==> config.mk <==
export PLATFORM = sky130hd
export DESIGN_NAME = sort_stimulus_gen
export DESIGN_NICKNAME = d
export VERILOG_FILES = /design/src/rtl/sort_stimulus_gen.sv
export SDC_FILE = /design/constraint.sdc
export NUM_CORES = 1
export LEC_CHECK = 0
export ABC_AREA = 1
export CAP_MARGIN = 10
export CORE_ASPECT_RATIO = 0.6
export CORE_MARGIN = 10
export CORE_UTILIZATION = 48
export DETAILED_ROUTE_END_ITERATION = 12
export GPL_ROUTABILITY_DRIVEN = 0
export GPL_TIMING_DRIVEN = 0
export MAX_ROUTING_LAYER = met4
export PLACE_DENSITY = 0.77
export SYNTH_ARGS = -nofsm -noshare
export SYNTH_HDL_FRONTEND = slang
export SYNTH_SLANG_ARGS = --single-unit
==> constraint.sdc <==
create_clock -name clk -period 1.7 [get_ports clk]
set_input_delay 0.255 -clock clk [delete_from_list [all_inputs] [get_ports clk]]
set_output_delay 0.255 -clock clk [all_outputs]
set_load 0.005 [all_outputs]
==> src/rtl/sort_stimulus_gen.sv <==
// Sorter initiator: loads four LFSR-generated numbers, triggers the sort, and captures and checks the results.
// Optional sorter timeout is compiled in with `define SORT_TIMEOUT_EN.
module sort_stimulus_gen #(
  parameter int unsigned DATA_W         = 4,
  parameter logic [7:0]  LFSR_SEED      = 8'hA5,
  parameter int unsigned TIMEOUT_CYCLES = 1024
) (
  input  logic              clk,
  input  logic              rst,
  input  logic              start,
  input  logic              sorting_done,
  input  logic [DATA_W-1:0] sorted_in_0,
  input  logic [DATA_W-1:0] sorted_in_1,
  input  logic [DATA_W-1:0] sorted_in_2,
  input  logic [DATA_W-1:0] sorted_in_3,
  output logic              load_num,
  output logic [1:0]        load_idx,
  output logic [DATA_W-1:0] random_num,
  output logic              sort_trigger,
  output logic [DATA_W-1:0] result_0,
  output logic [DATA_W-1:0] result_1,
  output logic [DATA_W-1:0] result_2,
  output logic [DATA_W-1:0] result_3,
  output logic              result_valid,
  output logic              result_sorted,
  output logic              busy,
  output logic              timeout_err
);

  if (LFSR_SEED == 8'h00) begin : g_seed_check
    $error("LFSR_SEED must be nonzero");
  end
  if (TIMEOUT_CYCLES < 1) begin : g_tmo_check
    $error("TIMEOUT_CYCLES must be at least 1");
  end
  if (DATA_W > 8) begin : g_width_check
    $error("DATA_W must not exceed the 8-bit LFSR width");
  end

  typedef enum logic [1:0] {IDLE, LOAD, TRIG, REL} state_t;

  state_t     state;
  logic [7:0] lfsr;
  logic [7:0] lfsr_next;
  logic       in_order;
  logic       tmo_hit;

  always_comb begin
    lfsr_next = {lfsr[6:0], lfsr[7] ^ lfsr[5] ^ lfsr[4] ^ lfsr[3]};
    in_order  = (sorted_in_0 <= sorted_in_1) && (sorted_in_1 <= sorted_in_2) &&
                (sorted_in_2 <= sorted_in_3);
  end

`ifdef SORT_TIMEOUT_EN
  localparam int unsigned TMO_W = (TIMEOUT_CYCLES > 1) ? $clog2(TIMEOUT_CYCLES) : 1;

  logic [TMO_W-1:0] tmo_cnt;

  // Counter is zero on TRIG's first cycle, so the limit is hit after exactly TIMEOUT_CYCLES cycles.
  always_ff @(posedge clk or posedge rst) begin
    if (rst) begin
      tmo_cnt <= '0;
    end else if (state != TRIG) begin
      tmo_cnt <= '0;
    end else begin
      tmo_cnt <= tmo_cnt + 1'b1;
    end
  end

  always_comb tmo_hit = (tmo_cnt == TMO_W'(TIMEOUT_CYCLES - 1));
`else
  always_comb tmo_hit = 1'b0;
`endif

  always_ff @(posedge clk or posedge rst) begin
    if (rst) begin
      state         <= IDLE;
      lfsr          <= LFSR_SEED;
      load_num      <= 1'b0;
      load_idx      <= '0;
      random_num    <= '0;
      sort_trigger  <= 1'b0;
      result_0      <= '0;
      result_1      <= '0;
      result_2      <= '0;
      result_3      <= '0;
      result_valid  <= 1'b0;
      result_sorted <= 1'b0;
      busy          <= 1'b0;
      timeout_err   <= 1'b0;
    end else begin
      result_valid <= 1'b0;
      unique case (state)
        IDLE: begin
          if (start) begin
            state       <= LOAD;
            busy        <= 1'b1;
            timeout_err <= 1'b0;
            load_num    <= 1'b1;
            load_idx    <= '0;
            random_num  <= lfsr[DATA_W-1:0];
            lfsr        <= lfsr_next;
          end
        end
        // Outputs are registered, so each edge presents the next slot and advances the LFSR.
        LOAD: begin
          if (load_idx == 2'd3) begin
            state        <= TRIG;
            load_num     <= 1'b0;
            sort_trigger <= 1'b1;
          end else begin
            load_idx   <= load_idx + 2'd1;
            random_num <= lfsr[DATA_W-1:0];
            lfsr       <= lfsr_next;
          end
        end
        TRIG: begin
          if (sorting_done) begin
            state         <= REL;
            sort_trigger  <= 1'b0;
            result_0      <= sorted_in_0;
            result_1      <= sorted_in_1;
            result_2      <= sorted_in_2;
            result_3      <= sorted_in_3;
            result_sorted <= in_order;
          end else if (tmo_hit) begin
            state        <= IDLE;
            sort_trigger <= 1'b0;
            busy         <= 1'b0;
            timeout_err  <= 1'b1;
          end
        end
        REL: begin
          if (!sorting_done) begin
            state        <= IDLE;
            busy         <= 1'b0;
            result_valid <= 1'b1;
          end
        end
        default: state <= IDLE;
      endcase
    end
  end

endmodule
Figure 1. Metal 2 (run 1).
Cells faint in the background.
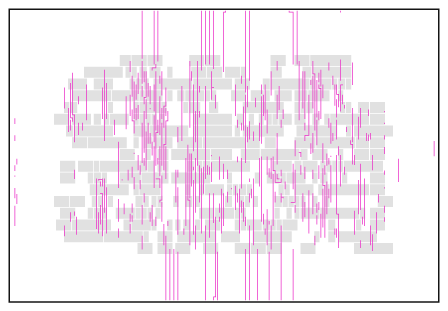
nets with wire on the layer	231
longest straight run	24.1 um
wire length on this layer	1,810 um
share of all routed wire	43%
met2 Usage GRT: 19.2%
Total Wirelength: 4190 um
via count: 1,458

Figure 2. Metal 1 (run 1).
Supply wires on this layer in gray. Cells faint in the background.
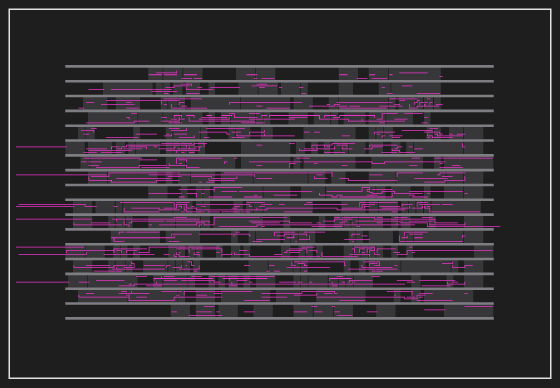
wire length on this layer	2,050 um
main direction	horizontal

==> impl_metrics.csv, run 1 <==
group,metric,value,unit
floorplan,die_w,99.1,um
worst_setup_path,reg2reg_to,"random_num[0]$_DFFE_PP0P_",
clock_network,hold_buffers,0,
synthesis,yosysTopAreaCell,"dfrtp_1",
drt,ant_nets,0,
global_routing,grt_pass1_wl,6920,um
sta,tightestPinTransition,0.553,ns
sta,period_minus_slack,1.60,ns
cells_and_area,final_cell_mix,"63 x nand2_1, 46 x clkdlybuf4s50_1, 32 x inv_1, 30 x dfrtp_1, 22 x o21ai_0",
placed_design,dp_hpwl,3250,um
global_routing,met1_usage,16.9,%
worst_setup_path,cp_top_family,"buffers and inverters",
clock_network,cts.sinks,34,
synthesis,ys_cells,210,
synthesis,synth_cells,210,
clock_network,postCtsSetupRepairBufs,0,
worst_setup_path,worst_setup_path_start_kind,"flip-flop",
run,maxCapViolCount,0,
cells_and_area,comb_area,761,sq um
worst_setup_path,endpoint_kind,"flip-flop",
drt,drt_iter0_markers,58,
synthesis,ys_ff,34,
worst_setup_path,crit_fanout,10,
floorplan,fp_util,49.6,%
cells_and_area,drive_gt1_share,12.0,%
synthesis,top_cell_area_share,41.6,%
synthesis,simple_gate_area_share,17.0,%
clock_network,cts_tree,"yes",
clock_network,cts_buffers,5,
sta,max_freq,0.623,GHz
synthesis,ys_top_logic_family,"simple AND/OR/NAND/NOR gates",
drt,m1WireLength,2050,um
hold_path,hold_class,"primary input to asynchronous set/reset pin",
worst_setup_path,worstSetupEndpoint,"random_num[0]$_DFFE_PP0P_",
power_and_ir_drop,power_density,1570,nW/um^2
drt,wl_per_cell,13.4,um
drt,remaining_drc_errors,0,
power_and_ir_drop,internal_power,2.48,mW
power_and_ir_drop,p_clk_share,16.0,%
synthesis,xor_share,0.972,%
outcome,status,"finished clean",
cells_and_area,final_core_utilization,67.5,%
global_routing,grt_max_degree,24,
cells_and_area,n_all_inverters,37,
global_routing,met3_usage,5.19,%
clock_network,clockBufferDepth,2,
clock_network,cts-root-buf,"clkbuf_8",
worst_setup_path,path_cells,"inv_2 > ha_1 > inv_2 > nor2_4 > inv_2 > a21oi_4 > inv_2 > buf_6 > nand2_1 > o21ai_2",
drt,drt_pre_antenna_iters,4,
worst_setup_path,path_common_cell,"inv_2",
sta,worst_hold_slack,0.311,ns
worst_setup_path,cp_slowest_cell,"dfrtp_1",
placed_design,port_buffers,46,
synthesis,synthArstFlopShare,100,%
power_and_ir_drop,p_sw,1.38,mW
clock_network,clk_pin_slew_worst_paths,0.07,ns
cells_and_area,seqCellArea,856,sq um
power_and_ir_drop,p_sw_share,35.9,%
run,tool_warnings,30,
sta,rsz0062_at_grt,"false",
worst_setup_path,required,1.88,ns
drt,highest_layer,"met4",
power_and_ir_drop,pg_seq,1.39,mW
worst_setup_path,cp.depth,10,
floorplan,die_h,67.5,um
clock_network,h-tree-depth,2,
synthesis,edf_count,0,
floorplan,core-area,3640,sq um
drt,viasPerCell,4.66,
cells_and_area,fin_cells,313,
sta,min_period_over_period,94.4,%
sta,setup_tns,0,ns
cells_and_area,final-clk-cell-share,3.72,%
floorplan,io_pins,48,
power_and_ir_drop,combPwrFrac,47.9,%
cells_and_area,final_area,2450,sq um
synthesis,syn_area,1800,sq um
worst_setup_path,crit_type,"flip-flop to flip-flop",
floorplan,placementRows,17,
power_and_ir_drop,power_frac_seq,36.1,%
synthesis,ys_seq_share,47.5,%
cells_and_area,dominant_cells,"registers",
cells_and_area,num-clock-buffers,7,
cells_and_area,comb_share,31.0,%
sta,relSlewSlack,63.1,%
cells_and_area,top_register,"lfsr",
synthesis,synthMuxAreaShare,0,%
cells_and_area,largest_reg_flops,6,
cells_and_area,fill_cells,289,
placed_design,placed_area,2350,sq um
cells_and_area,n_all_buffers,56,
cells_and_area,numSequentialCells,34,
synthesis,topCellsByArea,"dfrtp_1 42%, nand2_1 13%, ha_1 12%",
worst_setup_path,r2r_cells,10,
cells_and_area,logic_gates,131,
cells_and_area,seq_share,34.9,%
power_and_ir_drop,peakVddDrop,0.837,mV
synthesis,yosysMostFrequentCell,"nand2_1",
cells_and_area,synthToLayoutAreaGrowth,36.1,%
cells_and_area,antennaDiodeCount,0,
cells_and_area,buffer_area_share,22.3,%
sta,slew_viol_final,0,
Figure 3. Port wiring (run 1).
Bar = 20 um.
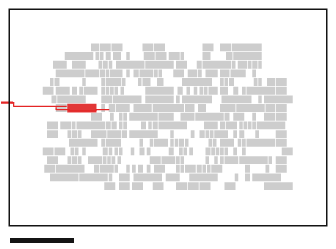
color	port	direction	end cells	buffers	wire
red	sort_trigger	output	1	1	36.4 um

Figure 4. Where the registers sit (run 1).
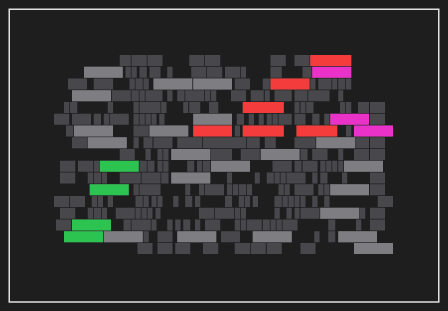
color	netlist name	flops
magenta	random_num	3
green	result_3	4
red	lfsr	6

Figure 5. Congestion heat map (run 1).
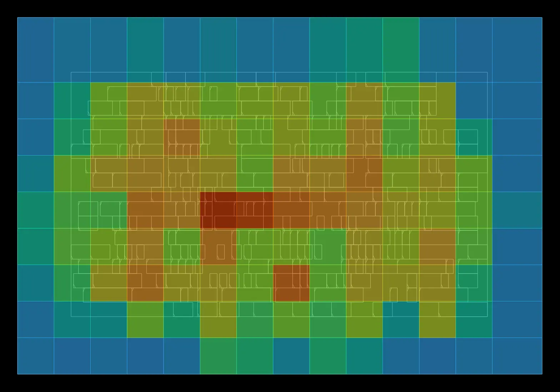

--- run 2 (diff from run 1) ---
CORE_MARGIN = 1   (was 10)
Figure 6. Congestion heat map (run 2).
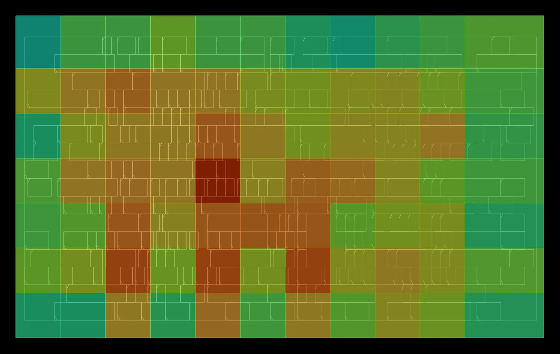
WL/cell: 12.6 um
Core Util, Final: 74.1%
grt met3 use: 6.30%
most used routing layer in global routing: met1

Figure 7. Where the registers sit (run 2).
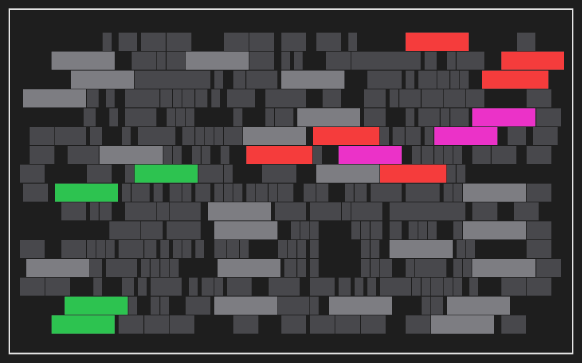
color	netlist name	flops
magenta	random_num	3
green	result_3	4
red	lfsr	6

==> impl_metrics.csv, run 2 <==
group,metric,value,unit
cells_and_area,final_cell_mix,"63 x nand2_1, 46 x clkdlybuf4s50_1, 32 x inv_1, 30 x dfrtp_1, 22 x o21ai_0",
synthesis,synthArstFlopShare,100,%
drt,wl_met2,1660,um
clock_network,cts_tree,"yes",
power_and_ir_drop,peakVddDrop,1.20,mV
global_routing,grt_pass1_wl,6680,um
synthesis,yosysTopAreaCell,"dfrtp_1",
worst_setup_path,crit_type,"flip-flop to flip-flop",
clock_network,cts.sinks,34,
drt,highest_layer,"met4",
worst_setup_path,cp_slowest_cell,"dfrtp_1",
clock_network,cts-root-buf,"clkbuf_8",
power_and_ir_drop,power_density,1690,nW/um^2
cells_and_area,seqCellArea,856,sq um
hold_path,hold_class,"primary input to asynchronous set/reset pin",
clock_network,clk_latency,0.28,ns
clock_network,clk_pin_slew_worst_paths,0.08,ns
floorplan,die_h,49.5,um
synthesis,ys_top_logic_family,"simple AND/OR/NAND/NOR gates",
sta,rsz0062_at_grt,"false",
clock_network,hold_buffers,0,
cells_and_area,numSequentialCells,34,
sta,worst_hold_slack,0.366,ns
sta,max_freq,0.629,GHz
synthesis,flop_cell,"dfrtp_1",
worst_setup_path,crit_fanout,10,
power_and_ir_drop,pg_seq,1.41,mW
floorplan,dieArea,4010,sq um
worst_setup_path,path_cells,"inv_2 > ha_2 > inv_2 > nor2_4 > inv_2 > a21oi_4 > inv_2 > buf_6 > nand2_1 > o21ai_2",
cells_and_area,num-clock-buffers,5,
cells_and_area,final-clk-cell-share,5.42,%
worst_setup_path,path_common_cell,"inv_2",
power_and_ir_drop,combPwrFrac,46.0,%
synthesis,ys_seq_share,47.5,%
worst_setup_path,reg2reg_to,"random_num[2]$_DFFE_PP0P_",
synthesis,ys_cells,210,
global_routing,use_met2,32.5,%
placed_design,dp_hpwl,2990,um
synthesis,syn_nets,248,
synthesis,synth_cells,210,
synthesis,yosysMostFrequentCell,"nand2_1",
drt,remaining_drc_errors,0,
drt,wirelength,3970,um
synthesis,ys_ff,34,
synthesis,xor_share,0.972,%
cells_and_area,logic_gates,131,
synthesis,yosys.cell_types.count,24,
cells_and_area,comb_area,763,sq um
worst_setup_path,worstSetupEndpoint,"random_num[2]$_DFFE_PP0P_",
sta,min_period_over_period,93.6,%
floorplan,io_pins,48,
power_and_ir_drop,p_sw_share,33.8,%
synthesis,edf_count,0,
synthesis,top_cell_area_share,41.6,%
synthesis,topCellsByArea,"dfrtp_1 42%, nand2_1 13%, ha_1 12%",
cells_and_area,n_all_inverters,37,
global_routing,grt_max_degree,20,
drt,num_vias,1519,
floorplan,core-area,3420,sq um
cells_and_area,fin_cells,316,
drt,viasPerCell,4.81,
drt,m1WireLength,2130,um
cells_and_area,dominant_cells,"registers",
worst_setup_path,endpoint_kind,"flip-flop",
outcome,status,"finished clean",
cells_and_area,synthToLayoutAreaGrowth,40.7,%
sta,period_minus_slack,1.59,ns
power_and_ir_drop,internal_power,2.84,mW
sta,slew_viol_final,0,
worst_setup_path,required,1.89,ns
synthesis,syn_area,1800,sq um
sta,relSlewSlack,53.8,%
placed_design,port_buffers,46,
sta,setup_tns,0,ns
clock_network,cts_buffers,5,
power_and_ir_drop,p_sw,1.45,mW
run,maxCapViolCount,0,
floorplan,fp_util,52.7,%
clock_network,clockBufferDepth,2,
clock_network,postCtsSetupRepairBufs,0,
cells_and_area,buffer_area_share,23.1,%
cells_and_area,largest_reg_flops,6,
synthesis,synthMuxAreaShare,0,%
floorplan,placementRows,16,
placed_design,placed_area,2350,sq um
worst_setup_path,worst_setup_path_start_kind,"flip-flop",
floorplan,die_w,81.1,um
global_routing,met1_usage,33.2,%
run,tool_warnings,30,
worst_setup_path,r2r_cells,10,
cells_and_area,n_all_buffers,61,
synthesis,simple_gate_area_share,17.0,%
cells_and_area,comb_share,30.1,%
drt,drt_pre_antenna_iters,4,
worst_setup_path,cp.depth,10,
power_and_ir_drop,p_clk_share,21.2,%
--- run 3 (diff from run 2) ---
CAP_MARGIN = 20   (was 10)
SKIP_CTS_REPAIR_TIMING = 1   (was not set)
Figure 8. Metal 1 (run 3).
Supply wires on this layer in gray. Cells faint in the background.
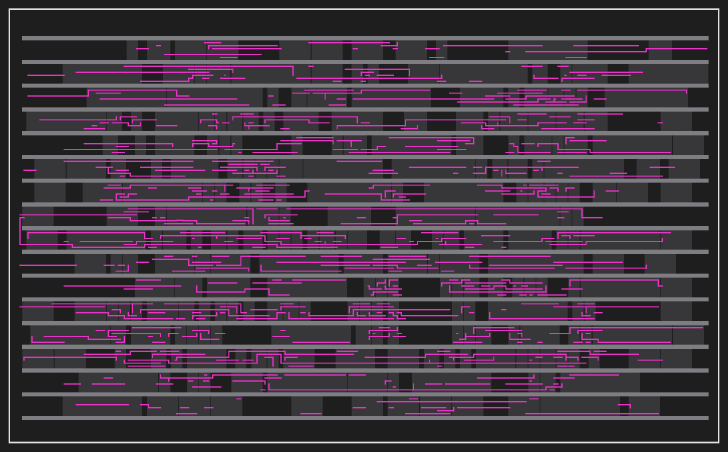
nets with wire on the layer	266
longest straight run	35.0 um
share of all routed wire	54%

Figure 9. Congestion heat map (run 3).
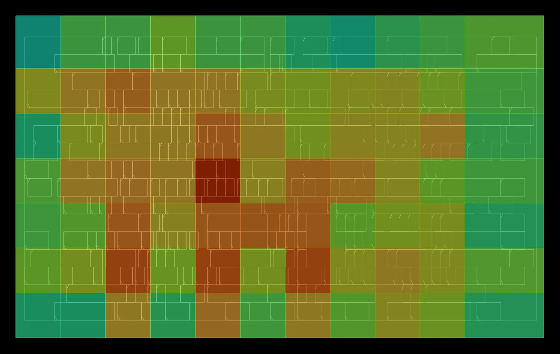
met2 Usage GRT: 32.5%
Total GRT Usage: 23.3%

==> impl_metrics.csv, run 3 <==
group,metric,value,unit
clock_network,clk_pin_slew_worst_paths,0.08,ns
drt,num_vias,1519,
worst_setup_path,required,1.89,ns
outcome,status,"finished clean",
floorplan,core-area,3420,sq um
floorplan,dieArea,4010,sq um
drt,wirelength,3970,um
clock_network,cts.sinks,34,
floorplan,die_h,49.5,um
synthesis,synthArstFlopShare,100,%
synthesis,top_cell_area_share,41.6,%
power_and_ir_drop,p_clk_share,21.2,%
power_and_ir_drop,power_frac_seq,32.8,%
synthesis,synth_cells,210,
sta,max_freq,0.629,GHz
floorplan,placementRows,16,
placed_design,placed_area,2350,sq um
cells_and_area,top_register,"lfsr",
synthesis,yosysMostFrequentCell,"nand2_1",
placed_design,dp_hpwl,2990,um
cells_and_area,comb_area,763,sq um
placed_design,port_buffers,46,
worst_setup_path,cp.depth,10,
power_and_ir_drop,peakVddDrop,1.20,mV
floorplan,die_w,81.1,um
worst_setup_path,reg2reg_to,"random_num[2]$_DFFE_PP0P_",
power_and_ir_drop,power_density,1690,nW/um^2
clock_network,clockBufferDepth,2,
synthesis,ys_seq_share,47.5,%
worst_setup_path,worst_setup_path_start_kind,"flip-flop",
cells_and_area,drive_gt1_share,14.4,%
run,maxCapViolCount,0,
global_routing,busiest_layer,"met1",
clock_network,clk_latency,0.28,ns
cells_and_area,final_core_utilization,74.1,%
power_and_ir_drop,p_sw_share,33.8,%
worst_setup_path,cp_top_family,"flip-flops",
cells_and_area,seq_share,33.7,%
drt,remaining_drc_errors,0,
cells_and_area,final-clk-cell-share,5.42,%
drt,drt_pre_antenna_iters,4,
synthesis,ys_cells,210,
worst_setup_path,path_cells,"inv_2 > ha_2 > inv_2 > nor2_4 > inv_2 > a21oi_4 > inv_2 > buf_6 > nand2_1 > o21ai_2",
cells_and_area,dominant_cells,"registers",
worst_setup_path,crit_type,"flip-flop to flip-flop",
cells_and_area,fin_cells,316,
sta,slew_viol_final,0,
global_routing,grt_pass1_wl,6680,um
synthesis,yosys.cell_types.count,24,
floorplan,io_pins,48,
global_routing,met1_usage,33.2,%
global_routing,met3_usage,6.30,%
cells_and_area,seqCellArea,856,sq um
drt,ant_nets,0,
synthesis,ys_ff,34,
hold_path,hold_class,"primary input to asynchronous set/reset pin",
worst_setup_path,cp_slowest_cell,"dfrtp_1",
cells_and_area,n_all_buffers,61,
synthesis,synthMuxAreaShare,0,%
sta,worst_hold_slack,0.366,ns
cells_and_area,numSequentialCells,34,
floorplan,fp_util,52.7,%
cells_and_area,n_all_inverters,37,
cells_and_area,final_cell_mix,"63 x nand2_1, 46 x clkdlybuf4s50_1, 32 x inv_1, 30 x dfrtp_1, 22 x o21ai_0",
